==> src/rtl/rot_coeff_gen.sv <==
// Builds R = Rx(pitch)*Rz(yaw) in Q1.6 from a quarter-wave sine ROM,
// double-buffered so the active set only changes on a frame_sync.
module rot_coeff_gen (
  input  logic       clk,
  input  logic       reset,
  input  logic       start,
  input  logic [7:0] yaw,
  input  logic [7:0] pitch,
  input  logic       frame_sync,
  output logic       busy,
  output logic       done,
  output logic [7:0] c00,
  output logic [7:0] c01,
  output logic [7:0] c02,
  output logic [7:0] c10,
  output logic [7:0] c11,
  output logic [7:0] c12,
  output logic [7:0] c20,
  output logic [7:0] c21,
  output logic [7:0] c22,
  output logic       coeff_update
);

  typedef enum logic [1:0] {
    IDLE,
    LOOKUP,
    MULT,
    WRITE
  } state_t;

  // packed {c22,c21,c20,c12,c11,c10,c02,c01,c00}
  localparam logic [71:0] IDENT = {
    8'd64, 8'd0, 8'd0,
    8'd0, 8'd64, 8'd0,
    8'd0, 8'd0, 8'd64
  };

  localparam logic [6:0] SIN_Q [0:64] = '{
    7'd0,  7'd2,  7'd3,  7'd5,  7'd6,  7'd8,  7'd9,  7'd11,
    7'd12, 7'd14, 7'd16, 7'd17, 7'd19, 7'd20, 7'd22, 7'd23,
    7'd24, 7'd26, 7'd27, 7'd29, 7'd30, 7'd32, 7'd33, 7'd34,
    7'd36, 7'd37, 7'd38, 7'd39, 7'd41, 7'd42, 7'd43, 7'd44,
    7'd45, 7'd46, 7'd47, 7'd48, 7'd49, 7'd50, 7'd51, 7'd52,
    7'd53, 7'd54, 7'd55, 7'd56, 7'd56, 7'd57, 7'd58, 7'd59,
    7'd59, 7'd60, 7'd60, 7'd61, 7'd61, 7'd62, 7'd62, 7'd62,
    7'd63, 7'd63, 7'd63, 7'd64, 7'd64, 7'd64, 7'd64, 7'd64,
    7'd64
  };

  state_t r_state;
  state_t w_next;
  logic [1:0] r_cnt;

  logic [7:0] r_yaw, r_pitch;
  logic [7:0] r_sy, r_cy, r_sp, r_cp;
  logic [7:0] r_p0, r_p1, r_p2, r_p3;
  logic [6:0] r_rom;
  logic       r_neg;
  logic [71:0] r_sh, r_act;
  logic r_pend, r_done, r_upd;

  logic [7:0] w_ang;
  logic [6:0] w_idx;
  logic [7:0] w_mag, w_sin;
  logic [7:0] w_ma, w_mb;
  logic signed [15:0] w_full;
  logic [7:0] w_prod;

  always_ff @(posedge clk) begin
    if (reset) begin
      r_state <= IDLE;
      r_cnt   <= 2'd0;
    end else begin
      r_state <= w_next;
      r_cnt   <= (r_state != w_next) ? 2'd0 : r_cnt + 2'd1;
    end
  end

  always_comb begin
    w_next = r_state;
    unique case (r_state)
      IDLE:    if (start) w_next = LOOKUP;
      LOOKUP:  if (r_cnt == 2'd3) w_next = MULT;
      MULT:    if (r_cnt == 2'd3) w_next = WRITE;
      WRITE:   w_next = IDLE;
      default: w_next = IDLE;
    endcase
  end

  // ROM address runs one step ahead: sy is fetched on the accept edge
  always_comb begin
    w_ang = yaw;
    if (r_state == LOOKUP) begin
      unique case (r_cnt)
        2'd0:    w_ang = r_yaw + 8'd64;
        2'd1:    w_ang = r_pitch;
        2'd2:    w_ang = r_pitch + 8'd64;
        default: w_ang = r_pitch;
      endcase
    end
  end

  assign w_idx = w_ang[6] ? 7'd64 - {1'b0, w_ang[5:0]}
                          : {1'b0, w_ang[5:0]};
  assign w_mag = {1'b0, r_rom};
  assign w_sin = r_neg ? 8'(-w_mag) : w_mag;

  assign w_ma   = r_cnt[1] ? r_sp : r_cp;
  assign w_mb   = r_cnt[0] ? r_cy : r_sy;
  assign w_full = 16'($signed(w_ma)) * 16'($signed(w_mb)) + 16'sd32;
  assign w_prod = 8'(w_full >>> 6);

  always_ff @(posedge clk) begin
    r_rom <= SIN_Q[w_idx];
    r_neg <= w_ang[7];
    if (r_state == IDLE && start) begin
      r_yaw   <= yaw;
      r_pitch <= pitch;
    end
    if (r_state == LOOKUP) begin
      unique case (r_cnt)
        2'd0:    r_sy <= w_sin;
        2'd1:    r_cy <= w_sin;
        2'd2:    r_sp <= w_sin;
        default: r_cp <= w_sin;
      endcase
    end
    if (r_state == MULT) begin
      unique case (r_cnt)
        2'd0:    r_p0 <= w_prod;
        2'd1:    r_p1 <= w_prod;
        2'd2:    r_p2 <= w_prod;
        default: r_p3 <= w_prod;
      endcase
    end
  end

  // transfer reads the old shadow, so a coincident WRITE lands after it
  always_ff @(posedge clk) begin
    if (reset) begin
      r_done <= 1'b0;
      r_upd  <= 1'b0;
      r_pend <= 1'b0;
      r_sh   <= IDENT;
      r_act  <= IDENT;
    end else begin
      r_done <= (r_state == WRITE);
      r_upd  <= frame_sync && r_pend;
      if (frame_sync && r_pend) begin
        r_act  <= r_sh;
        r_pend <= 1'b0;
      end
      if (r_state == WRITE) begin
        r_sh <= {r_cp, r_p3, r_p2,
                 8'(-r_sp), r_p1, r_p0,
                 8'd0, 8'(-r_sy), r_cy};
        r_pend <= 1'b1;
      end
    end
  end

  assign busy         = (r_state != IDLE);
  assign done         = r_done;
  assign coeff_update = r_upd;

  assign c00 = r_act[7:0];
  assign c01 = r_act[15:8];
  assign c02 = r_act[23:16];
  assign c10 = r_act[31:24];
  assign c11 = r_act[39:32];
  assign c12 = r_act[47:40];
  assign c20 = r_act[55:48];
  assign c21 = r_act[63:56];
  assign c22 = r_act[71:64];

endmodule

==> config.mk <==
export PLATFORM = sky130hd
export DESIGN_NAME = rot_coeff_gen
export DESIGN_NICKNAME = d
export VERILOG_FILES = /design/src/rtl/rot_coeff_gen.sv
export SDC_FILE = /design/constraint.sdc
export NUM_CORES = 1
export LEC_CHECK = 0
export ABC_AREA = 1
export CORE_ASPECT_RATIO = 0.75
export CORE_MARGIN = 5
export CORE_UTILIZATION = 55
export DETAILED_ROUTE_END_ITERATION = 16
export HOLD_SLACK_MARGIN = 0.15
export MAX_ROUTING_LAYER = met4
export PLACE_DENSITY = 0.77
export SYNTH_ARGS = -nofsm -noshare
export SYNTH_HDL_FRONTEND = slang
export SYNTH_SLANG_ARGS = --single-unit
==> constraint.sdc <==
create_clock -name clk -period 5.93 [get_ports clk]
set_input_delay 0.8895 -clock clk [delete_from_list [all_inputs] [get_ports clk]]
set_output_delay 0.8895 -clock clk [all_outputs]
set_load 0.005 [all_outputs]
### Signal wires on met4

(2 px per µm) Supply wires on this layer in grey.
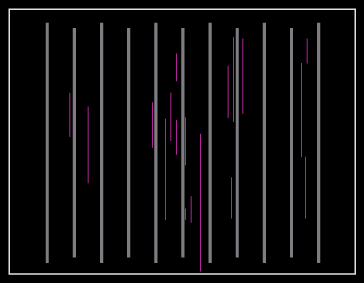
The longest straight run is 68.7 µm. The layer carries 513 µm of wire.

### Clock distribution

(2 px per µm)
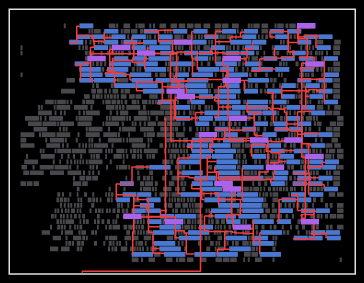
clock-net drivers: in purple, count 22. flip-flops: in blue, count 223. clock wires: in red, length 2370 µm.
There are 23 routed clock nets.

### Cell area per tile

(2 px per µm) 17 x 13 tiles, from dark blue (low) to red (high), 0 to 100% covered.
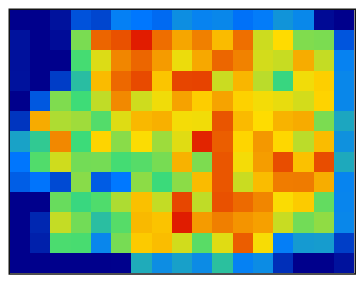
33% of the tiles are over 75% full. The fullest tile reaches 97%. The mean over all tiles is 54%. 9.5% of the tiles are nearly empty.

==> impl_metrics.py <==
# Generated from Yosys and OpenROAD reports
metrics = {
    "logic_synthesis": {
        "yosys.area_share.simple_pct": 18.9,
        "async_flop_share_pct": 0,
        "yosys.area_share.xor_xnor_pct": 2.58,
    },
    "sta": {
        "min_period_ns": 5.39,
        "setup_violations": 0,
        "hold_violations": 0,
        "worst_slack_ns": 0.537,
        "slew_headroom_pct": 21.2,
    },
    "placement": {
        "portBuffers": 86,
        "place_congestion": 0.943,
        "dpl_cell_area_um2": 11900,
    },
    "grt": {
        "grt_pass1_vias": 7780,
    },
    "drt": {
        "drt_iter0_drc": 878,
        "top_layer_used": "met4",
        "vias": 8420,
    },
    "outcome": {
        "status": "finished, final reports clean",
    },
    "worst_setup_path": {
        "regToRegStartpoint": "r_cnt[0]",
        "cp.depth": 18,
        "crit_end": "r_p2[7]",
        "required_ns": 6.16,
    },
    "clock_network": {
        "cts_tree": "yes",
        "cts_buffers": 22,
    },
    "floorplanning": {
        "num_rows": 44,
        "tap_cells": 253,
        "io_pins": 95,
    },
    "cells_and_area": {
        "drive_gt1_share_pct": 5.75,
        "nNonClkInverters": 137,
    },
    "power": {
        "vdd_drop_max_mv": 0.745,
    },
}
Power figures rest on the tool's default switching activity, not on a simulated workload.
